==> config.mk <==
export PLATFORM = sky130hd
export DESIGN_NAME = lsu_ctrl_flat
export DESIGN_NICKNAME = d
export VERILOG_FILES = /design/src/rtl/lsu_pkg.sv /design/src/rtl/lsu_ctrl_if.sv /design/src/rtl/lsu_lane_merge.sv /design/src/rtl/lsu_ctrl.sv /design/src/flat_wrapper.sv
export SDC_FILE = /design/constraint.sdc
export NUM_CORES = 1
export LEC_CHECK = 0
export CORE_AREA = 2 2 155 157
export CTS_CLUSTER_DIAMETER = 30
export CTS_CLUSTER_SIZE = 30
export DETAILED_ROUTE_END_ITERATION = 10
export DIE_AREA = 0 0 157 159
export PLACE_DENSITY = 0.66
export SLEW_MARGIN = 20
export SYNTH_ARGS = -nofsm -noshare
export SYNTH_HDL_FRONTEND = slang
export SYNTH_SLANG_ARGS = --single-unit
==> constraint.sdc <==
create_clock -name clk -period 20.3 [get_ports clk]
set_clock_uncertainty 0.1 [all_clocks]
set_input_delay 3.045 -clock clk [delete_from_list [all_inputs] [get_ports clk]]
set_output_delay 3.045 -clock clk [all_outputs]
set_load 0.1 [all_outputs]
**Run 1: metal 2**

Drawn at 1.5 px/µm.
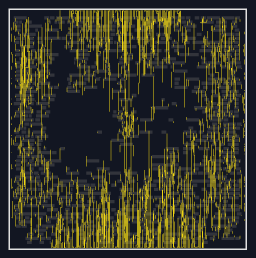
nets with wire on the layer	938
longest straight run	64.1 µm
wire length on this layer	9980 µm
met2 demand-to-capacity share in global routing: 27.4%
via total after detailed routing: 5059

**Run 1: routing congestion map**

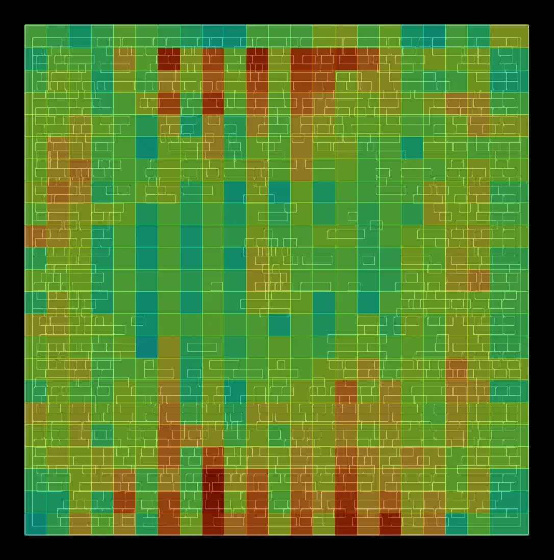
Global Route met1 Usage: 18.0%
Most Used Layer, Global Route: met2

**Run 1: close-up of the layout**

Region (58, 91) to (98, 131) µm. Cells in grey, sequential cells in the stronger grey; small squares are vias.
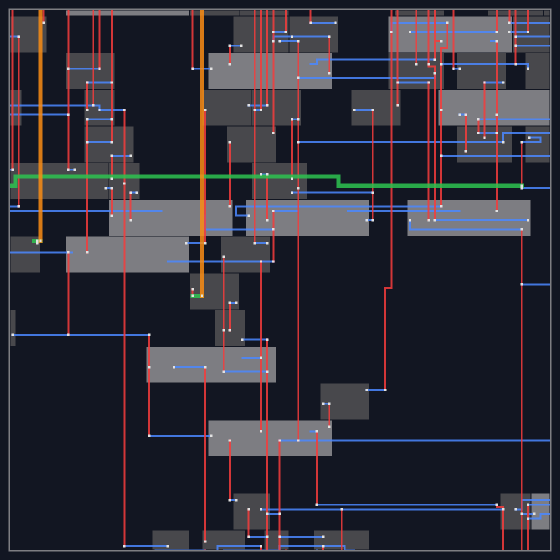
layer	colour
M3	green
M4	orange
M2	red
M1	blue
most frequent	clkdlybuf4s50_1 (14), dfrtp_1 (8), mux2_2 (4)
cells with their middle in the window	38
sequential cells in the window	9

**Run 1: gate families picked out**

Drawn at 3 px/µm.
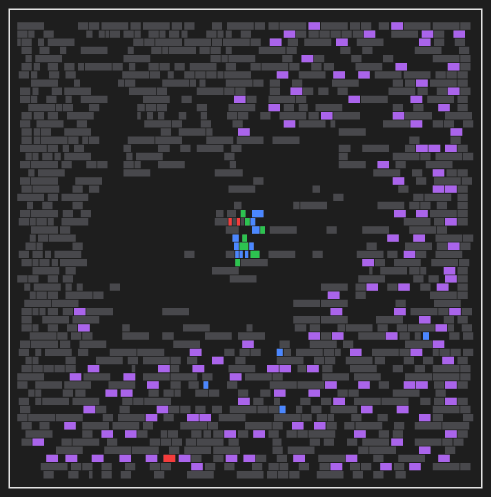
family	colour	cells	most used
mux cells	purple	125	mux2_2
aoi and oai cells	green	7	o21ai_0
inv cells	red	3	inv_1
nand cells	blue	13	nand3_1
most common cell after layout, fill and taps aside: sky130_fd_sc_hd__clkdlybuf4s50_1
Final Instance Count excl. Fillers: 1182
fraction of standard cell area in multi-input logic: 17.8%

==> results.txt <==
Main metrics from the flow reports.

The number of DRC markers after the initial detailed-route iteration is 191. The number of logic stages on the critical path including buffering is 5. The flow ran to the end, and the final reports show no timing, DRC or antenna violations.

Timing would allow up to 0.183 GHz. The layout buffer count excluding clock buffers came out at 394. Dividing the detail-routed wire length by the instance count gives 16.8 µm. The time the final worst path needs with I/O delays and setup is 5.46 ns.

The effective utilization at floorplan is 30.8%. Detailed routing placed a total of 9980 µm of wire on met2. The number of rows in the core area is 56. The highest metal layer carrying signal wires in the routed design is met5. The cell area after placement came out at 11400 µm². The final global-route overflow total is 0. The fraction of met3 tracks used by global routing is slightly above 6%. The via count of the first global-routing pass came to around 5300. The type of the worst setup path is in2reg. The worst stage delay on the critical path is 0.75 ns. The total count of max-transition violations in the final report is 0.

The wire length on met3 came out at 1830 µm. The post-synthesis cell area is 7140 µm². The combined global-route utilization of all metal layers is 15.9%. Final hold analysis gives a worst-case slack of between 0.4 and 0.5 ns. The top cell types in the final layout, fill and taps aside, are sky130_fd_sc_hd__clkdlybuf4s50_1, sky130_fd_sc_hd__dfrtp_1, sky130_fd_sc_hd__mux2_2.

Per the placement log, port buffering inserted 391 buffers. A synthesized cell averages between 15 and 20 µm². The clock H-tree reported by CTS has 4 levels. Yosys attributes the largest share of cell area to sky130_fd_sc_hd__dfrtp_1, sky130_fd_sc_hd__mux2_2, sky130_fd_sc_hd__and2_1. The number of antenna violations at the first check in global routing is 1.

The largest net degree at the start of global routing is about 140. The arrival time of data at the worst endpoint is listed as 5.66 ns. In the finished design the tool counted flip-flops and latches totalling between 150 and 200. The minimum setup slack among reg-to-reg paths came out at 17.26 ns. The sum of net half-perimeters after detailed placement came out at 14600 µm.

The multi-input combinational cells in the finished layout cover a total of 2120 µm². The longest clock path from root to sink contains 2 buffers. The number of standard cells after synthesis is 461. The aggregate routed wire length came out at 19900 µm.

The wire length on met1 is 7630 µm. Of all cell types, the one taking the most synthesized area is sky130_fd_sc_hd__dfrtp_1. The clock tree cell share of total cell area is 4.59%. The number of iterations in the first detailed-routing pass came out at 4. The layout overhead on the synthesized area came out at 67.1%. The buffer and inverter count on the worst path came out at 2. The count of cells along the worst hold path is 1. According to the I/O placement log, the pin count is 396. The area fraction in full adders, half adders and majority gates came out at less than 1%. The library cell used as clock root buffer is sky130_fd_sc_hd__clkbuf_16. In the routed design, unresolved DRC markers number 0. For reference, the final report shows the hold violation count at 0. The total inserted antenna cells came out at 0. The actual slew at the worst max-slew pin is 1.12 ns. The number of non-clock inverters is 3. The layout net count is 1051.

The post-synthesis register bit count came out at 196. The count of synthesis-stage warnings from yosys came out at 0. The total setup violations reported at the end of the flow came out at 0.

At the end of the flow the core is filled with cells to 51.5%. The worst slack after detailed placement is 14.35 ns. The layout has 19 clock buffers. The height of the die is between 150 and 200 µm. The clock transition at the registers of the reported paths is 0.07 ns. The xor and xnor fraction of the mapped netlist area is 0%.

The finished cells cover 11900 µm². The first global-routing pass estimated slightly above 30000 µm of wire. The startpoint kind of the worst setup timing path is a primary input.

For reference, simple AND, OR, NAND and NOR cells occupy 8.48% of the area reported after synthesis. The area of the core region came out at 23200 µm². Setup repair after global routing left no endpoint under its margin. The critical path goes through clkdlybuf4s50_1 > and2_1 > nand2_4 > buf_4 > mux2_2. The sequential cell area fraction in the yosys report came out at between 60% and 70%.

Measured in cells, the most critical reg-to-reg path has a length of 5. The synthesized netlist contains 28 unique library cells. The number of multi-input logic gates is 238. Per the layout area report, the sequential fraction of cell area is a little over 40%.

The clock reaches the later pin of the worst-skew pair after 0.42 ns. The number of inserted filler cells in the final layout came out at 2025.
[run 1: through the flow]
stage	cells
floorplan	463
global placement	1150
detailed placement	1150
CTS	1182
global route	1182
finish	1182
[run 1: synth_stat cells (all sizes together)]
cell type and n:
o32ai 1, a31o 1, dfrtp 195, nand4 3, nand3 4, or4 2, conb 1, nor4b 2
and2 65, dfstp 1, nor2 3, nor4 12, nor2b 1, a2bb2oi 1, ha 2, nand2b 1
o21ai 3, o21a 1, nand3b 1, clkbuf 19, nand2 4, mux2 125, a21oi 2, o31a 1
inv 3, buf 7
